$ cat src/rtl/alu_divu_ctrl.sv
// DIVU sequencer: borrows the shared ALU for WIDTH cycles to run a restoring
// shift-subtract division, leaving the quotient in lo and the remainder in hi.
module alu_divu_ctrl #(
    parameter int          WIDTH    = 32,
    parameter logic [5:0]  SIG_SUB  = 6'd34,
    parameter logic [5:0]  SIG_DIVU = 6'd27
) (
    input  logic             clk,
    input  logic             reset,
    input  logic             start,
    input  logic [5:0]       signal_in,
    input  logic [WIDTH-1:0] dividend,
    input  logic [WIDTH-1:0] divisor,
    output logic             busy,
    output logic             done,
    output logic             dz,
    output logic [WIDTH-1:0] hi,
    output logic [WIDTH-1:0] lo,
    output logic             alu_own,
    output logic [WIDTH-1:0] alu_a,
    output logic [WIDTH-1:0] alu_b,
    output logic [5:0]       alu_signal,
    input  logic [WIDTH-1:0] alu_result,
    input  logic             alu_cout
);

    localparam int CW = $clog2(WIDTH);

    typedef enum logic [1:0] {S_IDLE, S_DIV, S_DONE} state_t;

    state_t           state, state_n;
    logic [CW-1:0]    count;
    logic [WIDTH-1:0] rem, quo, dvsr;
    logic [WIDTH-1:0] t, rem_n, quo_n;
    logic             accept, take, last;

    assign accept = (state == S_IDLE) && start && (signal_in == SIG_DIVU);
    assign last   = (count == CW'(WIDTH - 1));

    // rem[WIDTH-1] acts as the carried-out 33rd bit of t: when set, t exceeds
    // any divisor so the subtract is always taken.
    assign t     = {rem[WIDTH-2:0], quo[WIDTH-1]};
    assign take  = rem[WIDTH-1] | alu_cout;
    assign rem_n = take ? alu_result : t;
    assign quo_n = {quo[WIDTH-2:0], take};

    always_ff @(posedge clk) begin
        if (reset) state <= S_IDLE;
        else       state <= state_n;
    end

    always_comb begin
        state_n = state;
        case (state)
            S_IDLE:  if (accept) state_n = (divisor == '0) ? S_DONE : S_DIV;
            S_DIV:   if (last) state_n = S_DONE;
            S_DONE:  state_n = S_IDLE;
            default: state_n = S_IDLE;
        endcase
    end

    always_comb begin
        busy       = (state != S_IDLE);
        done       = (state == S_DONE);
        alu_own    = (state == S_DIV);
        alu_signal = alu_own ? SIG_SUB : 6'd0;
        alu_a      = alu_own ? t : '0;
        alu_b      = alu_own ? dvsr : '0;
    end

    always_ff @(posedge clk) begin
        if (reset) begin
            count <= '0;
            rem   <= '0;
            quo   <= '0;
            dvsr  <= '0;
            hi    <= '0;
            lo    <= '0;
            dz    <= 1'b0;
        end else begin
            case (state)
                S_IDLE: if (accept) begin
                    if (divisor == '0) begin
                        dz <= 1'b1;
                        lo <= '1;
                        hi <= dividend;
                    end else begin
                        dvsr  <= divisor;
                        quo   <= dividend;
                        rem   <= '0;
                        count <= '0;
                    end
                end
                S_DIV: begin
                    rem   <= rem_n;
                    quo   <= quo_n;
                    count <= count + 1'b1;
                    if (last) begin
                        hi <= rem_n;
                        lo <= quo_n;
                        dz <= 1'b0;
                    end
                end
                default: ;
            endcase
        end
    end

endmodule

$ cat config.mk
export PLATFORM = sky130hd
export DESIGN_NAME = alu_divu_ctrl
export DESIGN_NICKNAME = d
export VERILOG_FILES = /design/src/rtl/alu_divu_ctrl.sv
export SDC_FILE = /design/constraint.sdc
export NUM_CORES = 1
export LEC_CHECK = 0
export ABC_AREA = 0
export ABC_CLOCK_PERIOD_IN_PS = 2600
export CORE_MARGIN = 3
export CORE_UTILIZATION = 25
export CTS_CLUSTER_SIZE = 30
export DETAILED_ROUTE_END_ITERATION = 6
export PLACE_DENSITY_LB_ADDON = 0.25
export SYNTH_ARGS = -nofsm -noshare
export SYNTH_HDL_FRONTEND = slang
export SYNTH_SLANG_ARGS = --single-unit
$ cat constraint.sdc
create_clock -name clk -period 2.6 [get_ports clk]
set_input_delay 0.78 -clock clk [delete_from_list [all_inputs] [get_ports clk]]
set_output_delay 0.78 -clock clk [all_outputs]
set_load 0.005 [all_outputs]
Run 1, supply network:
Bar = 50 um. Pins as bars on the die edge.
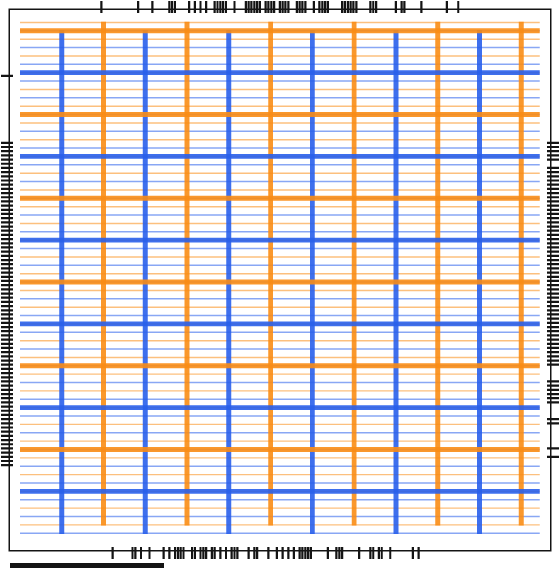
- blue: VSS
- orange: VDD
- met4 straps: 12
- rows: 61
- signal pins: 244

Run 1, cells colored by class:
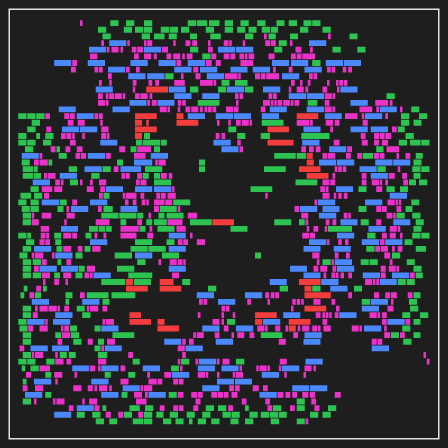
- green: remaining buffers and delay cells (cells 315; share of their area 31%)
- blue: registers (cells 168; share of their area 31%)
- red: clock drivers and dummy loads (cells 32; share of their area 5.5%)
- magenta: remaining logic cells (cells 570; share of their area 33%)
# rows: 61
Core Region: 0.0280 mm^2
Finished Core Util: 40.8%

Run 1, clock wires, drivers and flops:
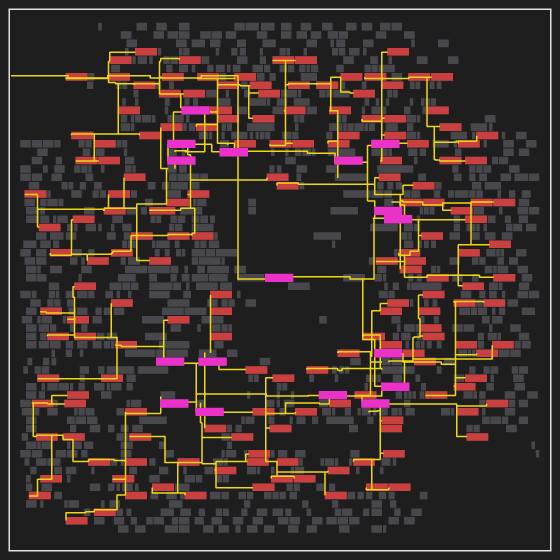
- magenta: clock-net drivers (count 17)
- red: flip-flops (count 168)
- yellow: clock wires (length 2460 um)
- routed clock nets: 18
- flops lie: widely spread
Worst Clk Skew: 0.0137 ns
clock network power: 0.00266 W

==> run summary, run 1 <==
Status = finished clean
Combinational share of cell area = 31.0%
Endpoint, Worst Hold = count[4]$_SDFFE_PP0P_
Ant diodes = 0
Flop share of the area = 29.5%
Post-synth cell types = 37
Top routing layer used = met5
Setup TNS = 0 ns
Met1 Usage GRT = 21.9%
Total CTS buffers = 17
Initial Utilization = 25.6%
Layout non-clock buf frac = 30.0%
Syn_area_per_cell = 8.80 um^2
Yosys warns = 0
DRC viols = 0
Fillers = 2857
Clock sink total = 168
Met1 wire length = 13500 um
First-pass GRT wire length = 39200 um
Clock network share of area = 5.30%
GRT overflow = 0
Non-CTS buffers = 315
Max H-tree Level = 4
Area fraction in mux cells = 4.60%
Port bufs = 239
Ao+oa area frac = 16.2%
Clock slew at reported path FFs = 0.07 ns
Power Density = 489 mW/mm^2
Chip Footprint = 0.0308 mm^2
Int Pwr = 0.00426 W
Crit path required time = 1.82 ns
Hold buffer count at cts = 0
Setup crit start = state[0]$_SDFFE_PP0P_
Met2 usage = 25.6%
Slowest Stage Delay on Critical Path = 0.55 ns
Die Width = 175 um
Comb power = 0.000340 W
Non-clock inverters = 2
FMAX = 392 MHz
TritonCTS clock tree = built
Average wire per standard cell = 19.3 um
Worst path bufs/invs = 2
Yosys adder share = 0.349%
Via Count = 6971
DRT antenna net count = 0
Dominant flop cell = dfxtp_1
Synth Seq Share = 46.9%
RSZ-0062 raised after global routing = true
Max Buffers Root-to-Sink = 2
Post-Syn Instances = 815
CTS resizes = 72
Sw Share = 23.8%
Seq cells = 168
Hold path cells = 2
RD Place Congestion = 0.708
Flop pwr share = 46.4%
Critical Path Start Type = register
Top Family by Delay on Critical Path = buffers and inverters
R2R setup slack = 0.10 ns
Comb pwr share = 6.1%
Total Power = 0.00559 W
CP max-delay cell = clkdlybuf4s50_1
Tool Warnings = 28
Hold Crit Start = count[4]$_SDFFE_PP0P_
Largest power group = the clock network
Comb area = 0.00354 mm^2
Clock Power Share = 47.5%
Cell area after synthesis = 0.00717 mm^2
Worst skew pair latency = 0.42 ns
Arrival @ worst endpoint = 1.77 ns
Final worst-path cycle share = 98.2%
Syn-to-layout area delta = 59.4%
Largest net degree at the start of global routing = 78
Met2 WL post-DR = 12700 um
Levels on crit path = 3
IO Count = 244
Seq. pwr = 0.00259 W
DRT iter0 DRCs = 433
Slew Limit Fails = 0
Drt via density = 4.76
Register area = 0.00337 mm^2
Final Hold Vio Count = 0
Leakage = 4.74 nW
Crit. End Element = primary output
HPWL after DPL = 16400 um
Area-dominant class = logic gates
Peak VDD IR = 0.283 mV
Synth flops = 168
Yosys simple share = 26.8%
Layout cells sized above 1 = 13.9%
Capturing point of the worst reg2reg path = quo[14]$_SDFFE_PP0P_
Tapcells = 378
Crit-path cells = buf_4 > nor2b_1 > clkdlybuf4s50_1
CP Class = register to primary output
Global route hottest layer = met2
# Cells Yosys = 815
R2R depth = 8
Post-synth ARST share = 0%
Final setup viols = 0
# Post-CTS Setup Buffers = 6
Slew @ Worst Pin = 0.762 ns
Critical path fanouts, max = 23
Comb gates = 568
HP Class = register to register
Post-synth EDFFs = 0
Die Ht = 175 um
Vias in the first global route = 6748
Final min period = 2.55 ns
CP Capture Point = done
XORs/XNORs by Area = 0%
Min Hold Slack = 0.474 ns
Total Routing Usage GR = 16.2%
Met3 Usage GRT = 5.21%
WL final = 28200 um
Met3 WL = 1800 um
Relative slew slack = 49.2%
Nets = 1180
Clock Root Buffer = clkbuf_16
Net Sw Power = 0.00133 W
Maxcap violations = 0
Chip area in the Yosys report = 0.00717 mm^2
Drt first pass iters = 5
Top non-seq family = simple AND/OR/NAND/NOR gates
Layout clock buffers = 19
RR Startpoint = state[1]$_SDFFE_PP0P_
Initial antenna violation count = 3
## run 1: metrics by stage
stage	utilization (%)	instance area [um^2]	cells	worst slack, ns
after global routing	40.8	11400	1463	-0.0288
final	40.8	11400	1463	0.0458
after CTS	39.2	11000	1440	-0.131
after global placement	36.4	10200	1397	-0.405
after detailed placement	36.4	10200	1397	-0.462
after floorplan	-	7180	818	0.216
## run 1: cell usage in the layout (no fill, tap or decap), types with 3 or more instances in the layout
cell type	synthesis	routed
nor4_1	8	5
clkinv_4	0	4
conb_1	1	4
a21oi_1	5	5
a22oi_1	32	32
buf_12	0	18
a311oi_2	10	10
clkdlybuf4s50_1	0	169
a311oi_1	22	22
and2_1	65	64
clkbuf_16	0	27
nand2b_1	67	66
buf_16	0	4
nor4_2	0	3
dlymetal6s2s_1	0	12
dlygate4sd2_1	0	26
o22ai_1	32	32
a32oi_1	32	32
clkdlybuf4s15_1	0	16
nor3_1	66	65
nand2_1	68	66
mux2i_1	33	33
nor2_1	102	101
buf_6	1	6
nand3_1	3	3
inv_6	0	5
dfxtp_1	168	166
buf_4	7	36
clkbuf_2	0	15
## run 1: synthesized netlist by cell type, drive strengths merged, types with 2 or more instances
master,count,area [um^2]
a22oi,32,240
nor3,67,340
nand2b,67,419
a211o,2,17.5
o22ai,32,200
a211oi,2,15.0
inv,2,7.51
buf,30,173
a32oi,32,280
nor2,102,383
clkbuf,50,188
and2,65,407
a21oi,5,25.0
nand2,68,255
dfxtp,168,3360
nand4,2,12.5
nand3,3,15.0
a311oi,32,343
mux2i,33,330
ha,2,25.0
nor4,8,50.1
## run 1: state kept, by name, indices dropped and copies added, names as in the netlist
register and count:
dz 1, dvsr 32, count 5, lo 32, state 2, hi 32
quo 32, rem 32
==> run 2, diff against run 1 <==
--- a/config.mk
+++ b/config.mk
@@ -8,7 +8,7 @@
 export ABC_AREA = 0
 export ABC_CLOCK_PERIOD_IN_PS = 2600
 export CORE_MARGIN = 3
-export CORE_UTILIZATION = 25
+export CORE_UTILIZATION = 45
 export CTS_CLUSTER_SIZE = 30
 export DETAILED_ROUTE_END_ITERATION = 6
 export PLACE_DENSITY_LB_ADDON = 0.25
==> run 2 against run 1 <==
- fmax shrank 0.10%
- setup slack lost 0.0027 ns
- sequential share of layout area up 1.3 points
- highest routed layer is now met4
- wire length shrank 17%
- power is 2.2% lower
- die area is 43% lower
- critical endpoint is now alu_b[3]
==> run summary, run 2 <==
Crit. End Element = primary output
Synth Seq Share = 46.9% (unchanged)
Chip Footprint = 0.0175 mm^2 (-43%)
Most common logic cells in the final layout = clkdlybuf4s50_1, dfxtp_1, nor2_1
First-pass GRT wire length = 35800 um (-8.6%)
R2R setup slack = 0.27 ns (+0.17 ns)
Endpoint, Worst Hold = quo[3]$_SDFFE_PP0P_
Slowest Stage Delay on Critical Path = 0.51 ns (-0.04 ns)
Die Width = 132 um (-25%)
Die Ht = 132 um (-25%)
Capturing point of the worst reg2reg path = lo[0]$_SDFFE_PP0P_
Maxcap violations = 0 (unchanged)
Slew Limit Fails = 0 (unchanged)
Slew @ Worst Pin = 0.503 ns (-0.259 ns)
Total CTS buffers = 17 (unchanged)
CP Class = register to primary output
Setup TNS = 0 ns (unchanged)
Drt first pass iters = 6 (+1)
Post-synth EDFFs = 0 (unchanged)
Hold buffer count at cts = 0 (unchanged)
Leakage = 4.75 nW (+0.19%)
RD Place Congestion = 0.759 (+7.3%)
Post-Syn Instances = 815 (unchanged)
# rows = 45 (-26%)
# Cells Yosys = 815 (unchanged)
Crit path required time = 1.82 ns (about the same)
Top Family by Delay on Critical Path = buffers and inverters
Final worst-path cycle share = 98.3% (+0.10 points)
CTS resizes = 52 (-28%)
Port bufs = 239 (unchanged)
Post-synth cell types = 37 (unchanged)
Syn_area_per_cell = 8.80 um^2 (unchanged)
Drt via density = 5.46 (+15%)
Clock Root Buffer = clkbuf_16
Clock sink total = 168 (unchanged)
Tool Warnings = 27 (-3.6%)
Fillers = 1211 (-58%)
Top routing layer used = met4
Status = finished clean
Post-synth ARST share = 0% (unchanged)
Syn-to-layout area delta = 52.3%
Cell area after synthesis = 0.00717 mm^2 (unchanged)
Initial Utilization = 46.7% (+21 points)
Final min period = 2.56 ns (+0.00267 ns)
Most numerous logic cell after layout = clkdlybuf4s50_1
Worst skew pair latency = 0.44 ns (+0.02 ns)
Peak VDD IR = 0.470 mV (+66%)
Largest area contributor in the synthesized netlist = dfxtp_1
Critical Path Start Type = register
R2R depth = 7 (-1)
Met1 wire length = 9810 um (-27%)
Worst Clk Skew = 0.00710 ns (-0.00658 ns)
Vias in the first global route = 6866 (+1.7%)
Core Region = 0.0154 mm^2 (-45%)
Relative slew slack = 66.4% (+17 points)
Ant diodes = 0 (unchanged)
Chip area in the Yosys report = 0.00717 mm^2 (unchanged)
Max H-tree Level = 4 (unchanged)
Min Hold Slack = 0.484 ns (+0.0100 ns)
FMAX = 391 MHz (-0.10%)
DRT antenna net count = 0 (unchanged)
Top-count cell post-synth = dfxtp_1
WL final = 23400 um (-17%)
CP max-delay cell = clkdlybuf4s50_1
Dominant flop cell = dfxtp_1
HP Class = register to register
Yosys warns = 0 (unchanged)
Met3 Usage GRT = 7.90% (+2.7 points)
Met2 WL post-DR = 11200 um (-12%)
Layout cells sized above 1 = 11.2% (-2.7 points)
Power Density = 500 mW/mm^2 (+2.4%)
Top cells by area = dfxtp_1, nand2b_1, and2_1, nor2_1, mux2i_1
Worst path bufs/invs = 3 (+1)
Critical path fanouts, max = 10 (-57%)
Synth top area share = 46.9% (unchanged)
Nets = 1165 (-1.3%)
HPWL after DPL = 14100 um (-14%)
Hold Crit Start = quo[3]$_SDFFE_PP0P_
Top cells by count, synth = dfxtp_1, nor2_1, nand2_1
GRT overflow = 0 (unchanged)
Arrival @ worst endpoint = 1.78 ns (about the same)
DRT iter0 DRCs = 504 (+16%)
Met3 WL = 1860 um (+3.6%)
Final Hold Vio Count = 0 (unchanged)
Largest net degree at the start of global routing = 78 (unchanged)
TritonCTS clock tree = built
Initial antenna violation count = 1 (-2)
IO Count = 244 (unchanged)
# Post-CTS Setup Buffers = 6 (unchanged)
Crit-path cells = nand2b_4 > inv_8 > buf_12 > and2_1 > clkdlybuf4s50_1
Max Buffers Root-to-Sink = 2 (unchanged)
DRC viols = 0 (unchanged)
Met2 usage = 41.9% (+16 points)
Hold path cells = 2 (unchanged)
Synth flops = 168 (unchanged)
RR Startpoint = state[0]$_SDFFE_PP0P_
Final setup viols = 0 (unchanged)
Clock slew at reported path FFs = 0.06 ns (about the same)
-- run 2: cell counts after synthesis --
No cell type changed its count.
-- run 2: where the power goes --
group	total (W)	internal [W]	leakage (nW)	switching (W)
clock	0.00254	0.00144	0.279	0.00110
sequential	0.00259	0.00258	1.35	0.00000866
combinational	0.000331	0.000200	3.11	0.000131
-- run 2: worst max-delay path by stage --
stage | startpoint | endpoint | depth (start not counted)
final | state[1]$_SDFFE_PP0P_ | alu_b[3] | 5
after CTS | state[1]$_SDFFE_PP0P_ | alu_b[30] | 5
after global placement | divisor[18] | hi[16]$_SDFFE_PP0P_ | 9
after detailed placement | divisor[18] | hi[12]$_SDFFE_PP0P_ | 9
after floorplan | signal_in[5] | hi[15]$_SDFFE_PP0P_ | 6
after global routing | divisor[31] | lo[0]$_SDFFE_PP0P_ | 9
-- run 2: kinds of logic after synthesis --
kind of cell	after synthesis	share of synthesized area [%]
flops	168	46.9
mux	33	4.60
simple gates	387	26.8
other cells	1	0.0523
compound gates	142	16.2
fa+ha+maj	2	0.349
buf+inv	82	5.13
-- run 2: cell type report --
class	instances	area (um^2)	area share (%)
multi-input combinational	568	3530	32.3
inverter	2	15.0	0.137
clock buffer	18	439	4.02
timing repair buffer	300	3170	29.0
sequential	168	3370	30.8
clock inverter	14	149	1.36
tap	211	264	2.42
-- run 2: stage by stage --
step / cell area, um^2 / worst slack (ns) / std cells / power, W
2_1_floorplan: 7180 / 0.216 / 818 / 0.00275
3_3_place_gp: 9970 / -0.314 / 1231 / 0.00297
3_5_place_dp: 9970 / -0.410 / 1231 / 0.00297
4_1_cts: 10700 / -0.101 / 1274 / 0.00549
5_1_grt: 10900 / -0.0119 / 1281 / 0.00561
6_report: 10900 / 0.0432 / 1281 / 0.00546
Run 2, signal wires by layer:
Bar = 50 um.
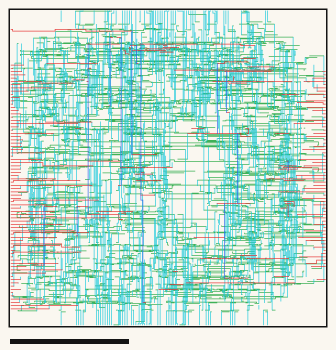
- blue: M4 (wire length 478 um)
- red: M3 (wire length 1860 um)
- green: M1 (wire length 9810 um)
- cyan: M2 (wire length 11200 um)
Total Routing Usage GR: 25.2%
Via Count: 7000

Run 2, cells colored by class:
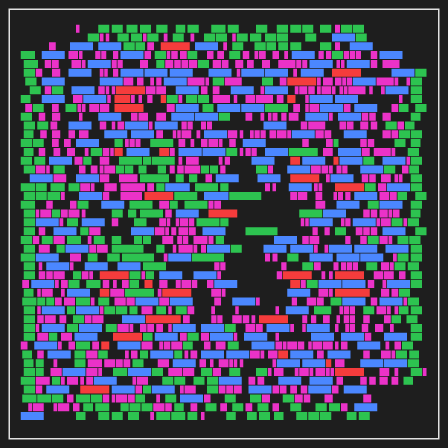
- green: remaining buffers and delay cells (cells 300; share of their area 30%)
- red: clock drivers and dummy loads (cells 32; share of their area 5.5%)
- blue: registers (cells 168; share of their area 32%)
- magenta: remaining logic cells (cells 570; share of their area 33%)

Run 2, routing congestion:
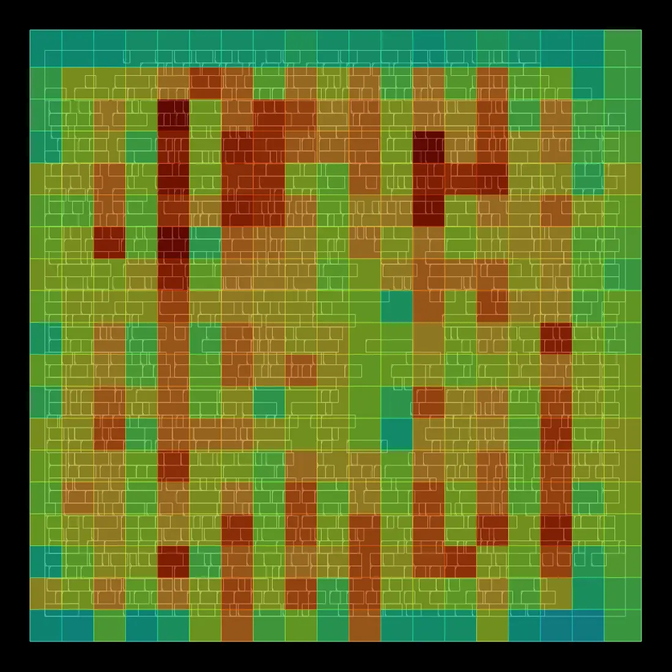
average wire per standard cell: 18.3 um
global route hottest layer: met2
Finished Core Util: 71.1%
met1 Usage GRT: 31.0%

No activity file was given, so power comes from the tool's default toggle rates.
